<file path="src/rtl/lsu_multicycle.sv">
// Multi-cycle load/store unit: handshaked memory access, big-endian lanes, RA update writeback.
// Define LSU_ALIGN_CHECK_EN to fault misaligned half/word accesses instead of force-aligning them.
module lsu_multicycle #(
  parameter int XLEN   = 32,
  parameter int ADDR_W = 32,
  parameter int REG_AW = 5
) (
  input  logic              clk,
  input  logic              rst,
  input  logic              req_valid,
  output logic              req_ready,
  input  logic              req_store,
  input  logic [1:0]        req_size,
  input  logic              req_signed,
  input  logic              req_update,
  input  logic              req_indexed,
  input  logic [REG_AW-1:0] req_ra,
  input  logic [REG_AW-1:0] req_rt,
  input  logic [XLEN-1:0]   ra_val,
  input  logic [XLEN-1:0]   rb_val,
  input  logic [XLEN-1:0]   rs_val,
  input  logic [15:0]       imm,
  output logic              mem_req,
  output logic              mem_we,
  output logic [ADDR_W-1:0] mem_addr,
  output logic [XLEN/8-1:0] mem_be,
  output logic [XLEN-1:0]   mem_wdata,
  input  logic              mem_ack,
  input  logic [XLEN-1:0]   mem_rdata,
  output logic              wb_valid,
  output logic [REG_AW-1:0] wb_rd,
  output logic [XLEN-1:0]   wb_data,
  output logic              fault
);

  localparam int NB = XLEN / 8;
  localparam int OW = $clog2(NB);

  typedef enum logic [2:0] {S_IDLE, S_ISSUE, S_WAIT, S_WB, S_UPD} state_t;

  state_t state, state_n;

  logic              st_q, sgn_q, upd_q;
  logic [1:0]        size_q;
  logic [REG_AW-1:0] ra_q, rt_q;
  logic [ADDR_W-1:0] ea_q;
  logic [OW-1:0]     off_q;
  logic [XLEN-1:0]   ld_q;

  logic [XLEN-1:0]   imm_x, base, ea_x;
  logic [ADDR_W-1:0] ea;
  logic [OW-1:0]     off_raw, off_al;
  logic              illegal;
  logic [NB-1:0]     be_n;
  logic [XLEN-1:0]   wdata_n;
  logic [XLEN-1:0]   ld_ext;
  logic [7:0]        ld_b;
  logic [15:0]       ld_h;
  int                sh_st, sh_ld;

  assign req_ready = (state == S_IDLE);

  always_comb begin
    imm_x   = XLEN'($signed(imm));
    base    = (req_ra == '0 && !req_update) ? '0 : ra_val;
    ea_x    = base + (req_indexed ? rb_val : imm_x);
    ea      = ADDR_W'(ea_x);
    off_raw = ea[OW-1:0];
    case (req_size)
      2'b01:   off_al = off_raw & ~OW'(1);
      2'b10:   off_al = '0;
      default: off_al = off_raw;
    endcase
    illegal = (req_size == 2'b11) || (req_update && req_ra == '0) ||
              (!req_store && req_update && req_ra == req_rt);
`ifdef LSU_ALIGN_CHECK_EN
    if ((req_size == 2'b01 && off_raw[0]) || (req_size == 2'b10 && off_raw != '0))
      illegal = 1'b1;
`endif
    // Big-endian lanes: offset 0 maps to the most significant byte enable.
    sh_st   = 0;
    be_n    = '1;
    wdata_n = rs_val;
    case (req_size)
      2'b00: begin
        sh_st   = NB - 1 - int'(off_al);
        be_n    = NB'(1) << sh_st;
        wdata_n = {NB{rs_val[7:0]}};
      end
      2'b01: begin
        sh_st   = NB - 2 - int'(off_al);
        be_n    = NB'(3) << sh_st;
        wdata_n = {(NB/2){rs_val[15:0]}};
      end
      default: ;
    endcase
  end

  always_comb begin
    sh_ld  = 0;
    ld_b   = '0;
    ld_h   = '0;
    ld_ext = mem_rdata;
    case (size_q)
      2'b00: begin
        sh_ld  = 8 * (NB - 1 - int'(off_q));
        ld_b   = 8'(mem_rdata >> sh_ld);
        ld_ext = XLEN'(ld_b);
      end
      2'b01: begin
        sh_ld = 8 * (NB - 2 - int'(off_q));
        ld_h  = 16'(mem_rdata >> sh_ld);
        if (sgn_q) ld_ext = XLEN'($signed(ld_h));
        else       ld_ext = XLEN'(ld_h);
      end
      default: ;
    endcase
  end

  always_ff @(posedge clk or negedge rst) begin
    if (!rst) state <= S_IDLE;
    else      state <= state_n;
  end

  // An ack seen in ISSUE completes the access immediately, skipping WAIT.
  always_comb begin
    state_n = state;
    case (state)
      S_IDLE:  if (req_valid && !illegal) state_n = S_ISSUE;
      S_ISSUE, S_WAIT: begin
        if (mem_ack) begin
          if (!st_q)     state_n = S_WB;
          else if (upd_q) state_n = S_UPD;
          else            state_n = S_IDLE;
        end else begin
          state_n = S_WAIT;
        end
      end
      S_WB:    state_n = upd_q ? S_UPD : S_IDLE;
      S_UPD:   state_n = S_IDLE;
      default: state_n = S_IDLE;
    endcase
  end

  always_ff @(posedge clk or negedge rst) begin
    if (!rst) begin
      mem_req   <= 1'b0;
      mem_we    <= 1'b0;
      mem_addr  <= '0;
      mem_be    <= '0;
      mem_wdata <= '0;
      wb_valid  <= 1'b0;
      wb_rd     <= '0;
      wb_data   <= '0;
      fault     <= 1'b0;
      st_q      <= 1'b0;
      sgn_q     <= 1'b0;
      upd_q     <= 1'b0;
      size_q    <= '0;
      ra_q      <= '0;
      rt_q      <= '0;
      ea_q      <= '0;
      off_q     <= '0;
      ld_q      <= '0;
    end else begin
      wb_valid <= 1'b0;
      fault    <= 1'b0;
      case (state)
        S_IDLE: begin
          if (req_valid) begin
            if (illegal) begin
              fault <= 1'b1;
            end else begin
              mem_req   <= 1'b1;
              mem_we    <= req_store;
              mem_addr  <= ea & ~ADDR_W'(NB - 1);
              mem_be    <= be_n;
              mem_wdata <= wdata_n;
              st_q      <= req_store;
              sgn_q     <= req_signed;
              upd_q     <= req_update;
              size_q    <= req_size;
              ra_q      <= req_ra;
              rt_q      <= req_rt;
              ea_q      <= ea;
              off_q     <= off_al;
            end
          end
        end
        S_ISSUE, S_WAIT: begin
          if (mem_ack) begin
            mem_req <= 1'b0;
            mem_we  <= 1'b0;
            ld_q    <= ld_ext;
          end
        end
        S_WB: begin
          wb_valid <= 1'b1;
          wb_rd    <= rt_q;
          wb_data  <= ld_q;
        end
        S_UPD: begin
          wb_valid <= 1'b1;
          wb_rd    <= ra_q;
          wb_data  <= XLEN'(ea_q);
        end
        default: ;
      endcase
    end
  end

endmodule

</file>
<file path="config.mk">
export PLATFORM = sky130hd
export DESIGN_NAME = lsu_multicycle
export DESIGN_NICKNAME = d
export VERILOG_FILES = /design/src/rtl/lsu_multicycle.sv
export SDC_FILE = /design/constraint.sdc
export NUM_CORES = 1
export LEC_CHECK = 0
export ABC_CLOCK_PERIOD_IN_PS = 3200
export CORE_MARGIN = 1.5
export CORE_UTILIZATION = 45
export DETAILED_ROUTE_END_ITERATION = 8
export GPL_TIMING_DRIVEN = 0
export PLACE_DENSITY = 0.79
export REMOVE_ABC_BUFFERS = 1
export SLEW_MARGIN = 20
export SYNTH_ARGS = -nofsm -noshare
export SYNTH_HDL_FRONTEND = slang
export SYNTH_SLANG_ARGS = --single-unit
</file>
<file path="constraint.sdc">
create_clock -name clk -period 3.2 [get_ports clk]
set_clock_uncertainty 0.15 [all_clocks]
set_input_delay 0.96 -clock clk [delete_from_list [all_inputs] [get_ports clk]]
set_output_delay 0.96 -clock clk [all_outputs]
set_load 0.02 [all_outputs]
</file>
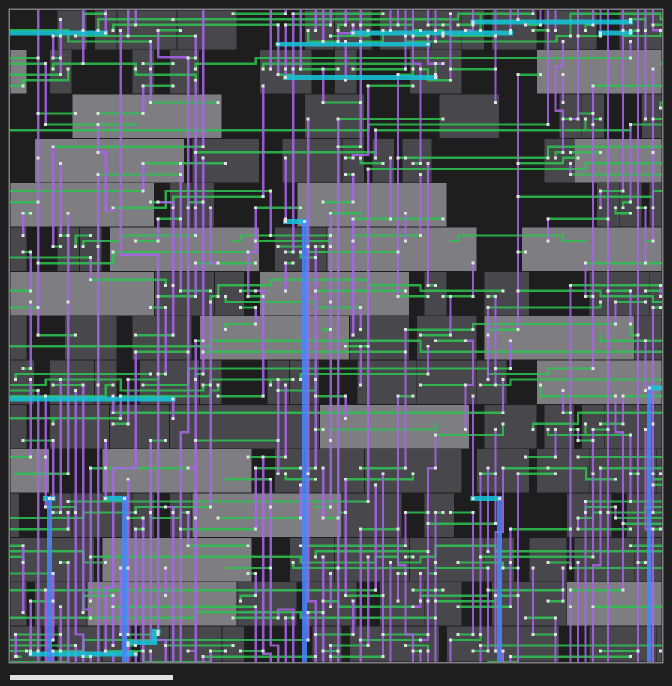
Fig. 1. Zoomed window (run 1).
The bar under the picture is 10 um long. Window x 56 to 96, y 25 to 65 um. Cells in gray, sequential cells in the stronger gray; small squares are vias.
Blue marks metal 4. Green marks metal 1. Purple marks metal 2. Cyan marks metal 3.
Most frequent: dfrtp_1 (20), nand2_1 (16), clkdlybuf4s50_1 (15). Netlist names of flops here include `ld_q` (9), `wb_data` (6), `ea_q` (3). 121 logic cells have their middle in the window. Sequential cells in the window: 20.

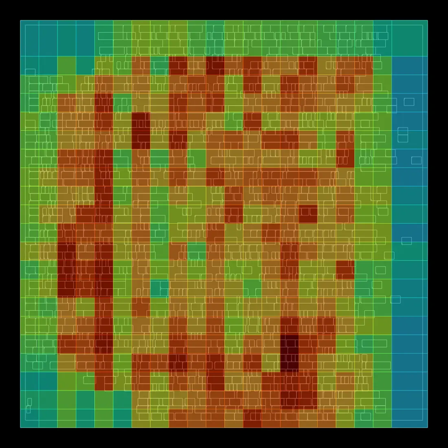
Fig. 2. Congestion heat map (run 1).
GRT Overall Usage: 0.267
Finished Core Util: 0.649
Most Used Layer, Global Route: met2
grt met1 use: 0.344

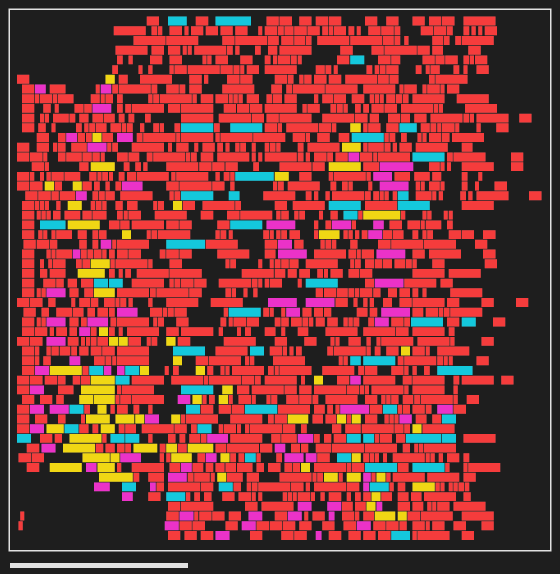
Fig. 3. Drive-strength map (run 1).
The bar under the picture is 50 um long.
Yellow marks _3 and _4 cells, cells 69. Red marks _0 and _1 cells, cells 1183. Cyan marks _6 and larger, cells 56. Magenta marks _2 cells, cells 75.
count of non-CTS buffers in the layout: 325
final instance area: 14100 um2
final worst setup slack: -0.437 ns
Layout area overhead: 42.1%

==> summary.txt, run 1 <==
fresh numbers from the pnr run: startpoint types primary input, GRT overflow 0, Place WS -2.12 ns, GR Layer Usage met2 0.432, total power 11.6 mW, die width 151 um, Tap Cells 280, flop count 161, Logic pwr share 0.495, worst r2r path cells 6, final hold violations 0, r2r setup slk about 0.4 ns, register share after synthesis 0.407, Crit path largest cell delay 0.35 ns, Register Area 4030 um2, I/O Pins 274, CLK BUF 18, vias post-DR 9304, CP endpoint ea_q[18], Unique cell types 62, Placed Area 12600 um2, #MultiIn Comb ~860, Clock Network Area Fraction 0.0431, Comb/total area 0.410, Lkg Pwr 6.26 nW, Leading cell kind combinational gates, initial core utilization 0.457, yosys warning tally 0, largest net degree at the start of global routing 101, ys cells 1130, status complete, but fails checks, Late-Pin Clk Latency 0.43 ns, Non-clk invs 10, NonClk Buf Share 0.232, mux contribution to synthesized area 0.0854, xor+xnor area frac 0.0301, most common logic cell in the routed design clkdlybuf4s50_1, tool warnings 34, cell taking the most area after synthesis dfrtp_1, CP startpoint req_ra[0], top_reg_cell synth dfrtp_1, failing checks negative setup slack, number of global-route vias before repair 8778, TritonCTS clock tree yes, Simple-Gate Area Share 0.181, antenna-violating nets left 0, post-layout min period 3.64 ns, core area between 20000 and 25000 um2, Fmax achieved 0.275 GHz, Final Max Slew Viols 0, Worst-Margin Slew roughly 0.94 ns, RSZ-0062 raised after global routing yes, Post-Synth AOI/OAI Area 0.186, Post-synth EDFFs 0, final worst setup slack -0.437 ns, final non-filler cell total 1664, # rows 54, synthesized area 9900 um2, FILL cells between 1500 and 2000, cycle use final 1.14, reg-to-reg endpoint ld_q[6], critical-path maximum fanout 4, logic area about 5800 um2, worst flop-to-flop path startpoint off_q[1], ys async rst share 1.00, # setup viols final 48, Clk pin slew, worst setup/hold paths approximately 0.070 ns, P_int between 6 and 7 mW, top-count cell post-synth nand2_1, Net Switching 4.80 mW
Fig. 4: run 1, the metal 2 layer
The bar under the picture is 50 um long.
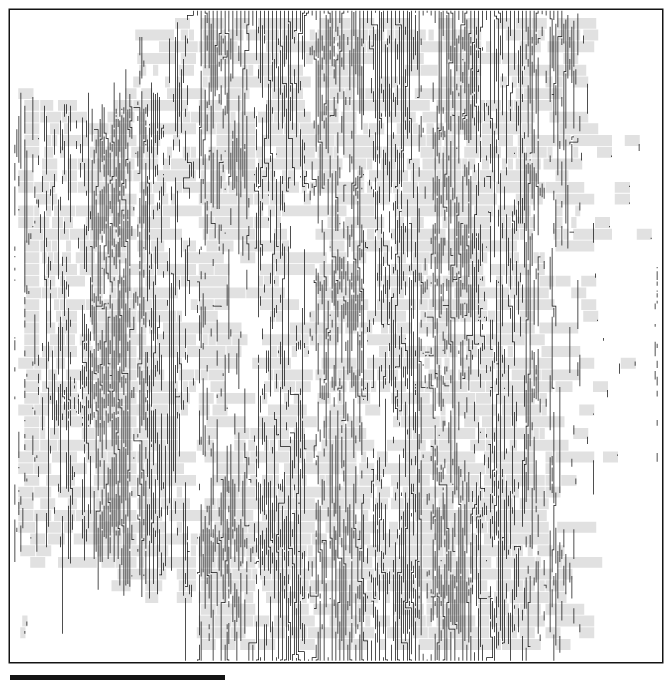

--- run 2 (diff from run 1) ---
- SKIP_CTS_REPAIR_TIMING: unset -> 1
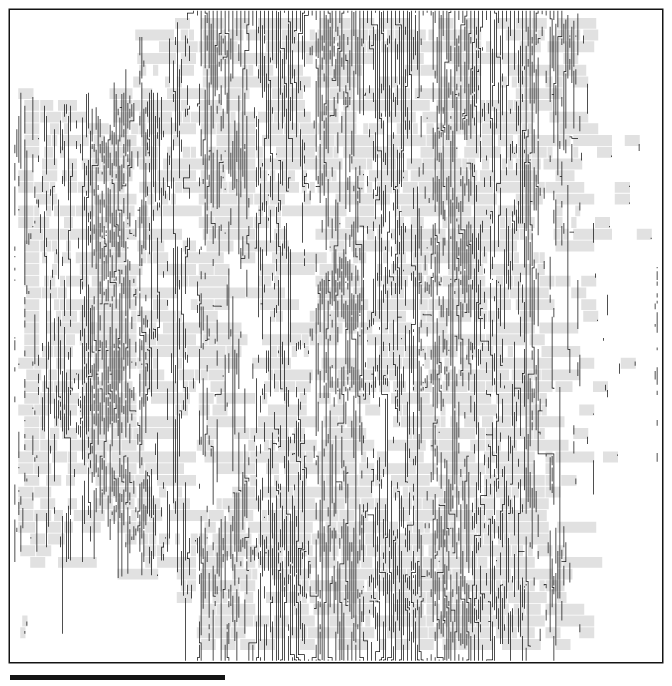
Fig. 5. The metal 2 layer (run 2).
The bar under the picture is 50 um long.
The wires run mostly vertical. 1271 nets have wire on it. The layer carries 14700 um of wire. The longest straight run is 84.7 um. The layer holds 48% of the routed length.
DRT Wirelength: 30300 um
GR Layer Usage met2: 0.413

==> summary.txt, run 2 <==
fresh numbers from the pnr run: status complete, but fails checks (unchanged), failing checks negative setup slack (unchanged), Register Area 4030 um2 (unchanged), Crit path largest cell delay 0.40 ns (was 0.35 ns), Post-Synth AOI/OAI Area 0.186 (unchanged), count of non-CTS buffers in the layout 303 (was 325), Comb/total area 0.409 (was 0.410), final non-filler cell total 1644 (was 1664), total power 11.5 mW (was 11.6 mW), CLK BUF 18 (unchanged), post-layout min period 3.87 ns (was 3.64 ns), Non-clk invs 10 (unchanged), Finished Core Util 0.632 (was 0.649), I/O Pins 274 (unchanged), Tap Cells 280 (unchanged), die width 151 um (unchanged), cell taking the most area after synthesis dfrtp_1 (unchanged), largest net degree at the start of global routing 101 (unchanged), Post-synth EDFFs 0 (unchanged), Late-Pin Clk Latency 0.43 ns (about the same), Net Switching 4.72 mW (was 4.80 mW), xor+xnor area frac 0.0301 (unchanged), Worst-Margin Slew 0.942 ns (was 0.937 ns), Final Max Slew Viols 0 (unchanged), # rows 54 (unchanged), CP startpoint req_ra[1] (was req_ra[0]), flop count 161 (unchanged), top-count cell post-synth nand2_1 (unchanged), Clock Network Area Fraction 0.0442 (was 0.0431), top_reg_cell synth dfrtp_1 (unchanged), NonClk Buf Share 0.224 (was 0.232), ys cells 1130 (unchanged), final worst setup slack -0.669 ns (was -0.437 ns), core area 21700 um2 (unchanged), Clk pin slew, worst setup/hold paths 0.07 ns (about the same), Placed Area 12600 um2 (unchanged), synthesized area 9900 um2 (unchanged), yosys warning tally 0 (unchanged), # setup viols final 36 (was 48), #MultiIn Comb 855 (unchanged), GRT overflow 0 (unchanged), Leading cell kind combinational gates (unchanged), final instance area 13700 um2 (was 14100 um2), Place WS -2.12 ns (unchanged), final hold violations 0 (unchanged)
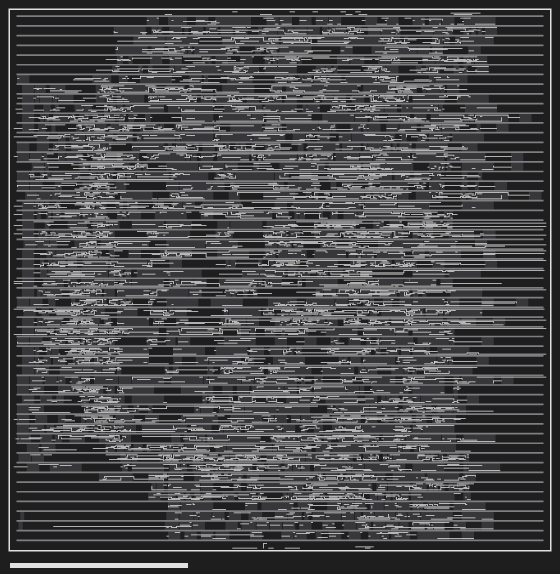
Fig. 6. Met1 routing (run 2).
The bar under the picture is 50 um long. Supply wires on this layer in gray.
The layer carries 12500 um of wire. The wires run mostly horizontal.
vias post-DR: 9123
grt met1 use: 0.334

Fig. 7: run 2, zoomed window
The bar under the picture is 10 um long. Window x 56 to 96, y 25 to 65 um. Cells in gray, sequential cells in the stronger gray; small squares are vias.
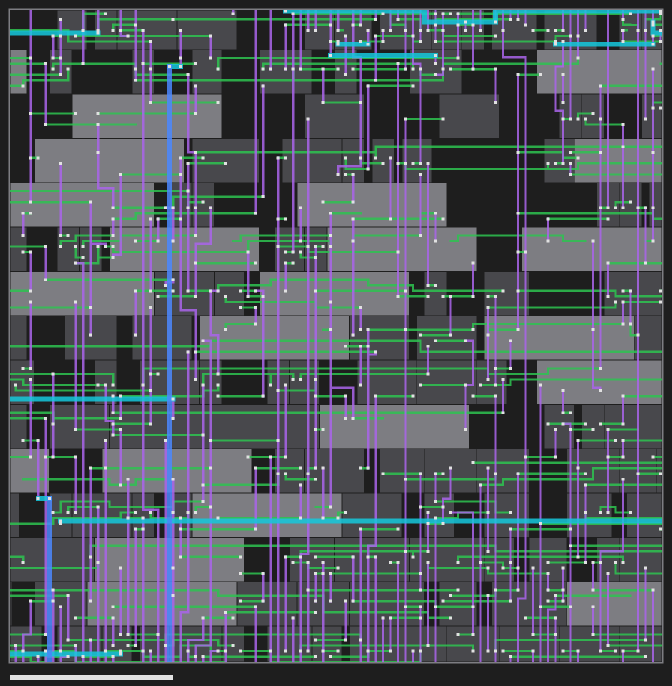

--- run 3 (diff from run 2) ---
--- a/constraint.sdc
+++ b/constraint.sdc
@@ -3,3 +3,3 @@
 set_input_delay 0.96 -clock clk [delete_from_list [all_inputs] [get_ports clk]]
 set_output_delay 0.96 -clock clk [all_outputs]
-set_load 0.02 [all_outputs]
+set_load 0.1 [all_outputs]
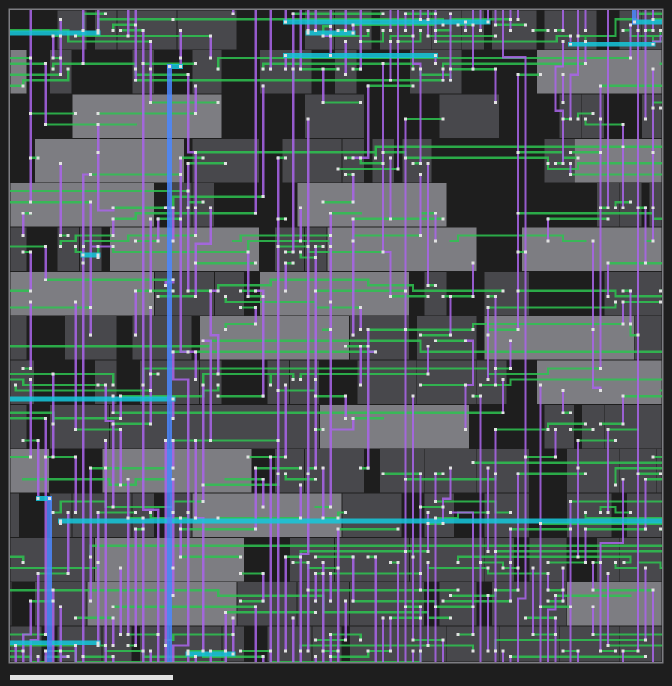
Fig. 8. Zoomed window (run 3).
The bar under the picture is 10 um long. Window x 56 to 96, y 25 to 65 um. Cells in gray, sequential cells in the stronger gray; small squares are vias.
Blue marks metal 4. Green marks metal 1. Purple marks metal 2. Cyan marks metal 3.
123 logic cells have their middle in the window. Netlist names of flops here include `ld_q` (9), `wb_data` (6), `ea_q` (3). Sequential cells in the window: 20. Most frequent: dfrtp_1 (20), nand2_1 (16), clkdlybuf4s50_1 (15).

==> summary.txt, run 3 <==
fresh numbers from the pnr run: antenna-violating nets left 0 (unchanged), Worst-Margin Slew 1.06 ns (was 0.942 ns), count of non-CTS buffers in the layout 303 (unchanged), final worst setup slack -0.661 ns (was -0.669 ns), Final Max Slew Viols 0 (unchanged), Logic pwr share 0.617 (was 0.489), worst flop-to-flop path startpoint off_q[1] (was off_q[0]), cell taking the most area after synthesis dfrtp_1 (unchanged), GRT Overall Usage 0.257 (unchanged), Post-synth EDFFs 0 (unchanged), Place WS -2.12 ns (unchanged), Post-Synth AOI/OAI Area 0.186 (unchanged), Fmax achieved 0.259 GHz (was 0.258 GHz), most common logic cell in the routed design clkdlybuf4s50_1 (unchanged), xor+xnor area frac 0.0301 (unchanged), startpoint types primary input (unchanged), top_reg_cell synth dfrtp_1 (unchanged), Register Area 4030 um2 (unchanged), Placed Area 12600 um2 (unchanged), Tap Cells 280 (unchanged), Comb/total area 0.409 (about the same), Finished Core Util 0.631 (was 0.632), P_int 6.73 mW (was 6.76 mW), # rows 54 (unchanged), Net Switching 8.59 mW (was 4.72 mW), total power 15.3 mW (was 11.5 mW), ys cells 1130 (unchanged), mux contribution to synthesized area 0.0854 (unchanged), Crit path largest cell delay 0.40 ns (about the same), grt met1 use 0.334 (unchanged), register share after synthesis 0.407 (unchanged), initial core utilization 0.457 (unchanged), I/O Pins 274 (unchanged), status complete, but fails checks (unchanged), final hold violations 0 (unchanged), CLK BUF 18 (unchanged), critical-path maximum fanout 4 (unchanged), CP endpoint ea_q[20] (unchanged), #MultiIn Comb 855 (unchanged), post-layout min period 3.86 ns (was 3.87 ns), GR Layer Usage met2 0.413 (unchanged), failing checks negative setup slack (unchanged), core area 21700 um2 (unchanged), # setup viols final 46 (was 36), CP startpoint req_ra[1] (unchanged), r2r setup slk 0.42 ns (was 0.41 ns), top-count cell post-synth nand2_1 (unchanged), NonClk Buf Share 0.223 (was 0.224), worst r2r path cells 6 (unchanged), ys async rst share 1.00 (unchanged), Unique cell types 62 (unchanged), Non-clk invs 10 (unchanged), reg-to-reg endpoint ld_q[6] (was ld_q[1]), synthesized area 9900 um2 (unchanged), flop count 161 (unchanged), tool warnings 34 (unchanged), yosys warning tally 0 (unchanged), number of global-route vias before repair 8553 (unchanged), logic area 5600 um2 (about the same)
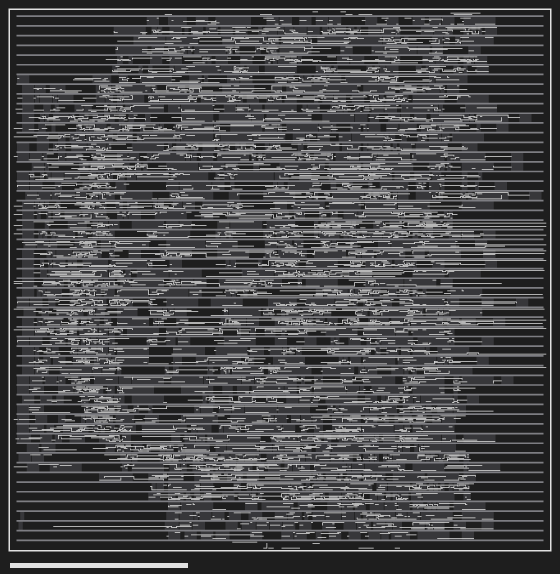
Fig. 9. Met1 routing (run 3).
The bar under the picture is 50 um long. Supply wires on this layer in gray.
The layer carries 12700 um of wire. The longest straight run is 56.1 um. The wires run mostly horizontal.
DRT Wirelength: 30200 um
vias post-DR: 9127

Power is estimated from default activity; no workload was simulated.
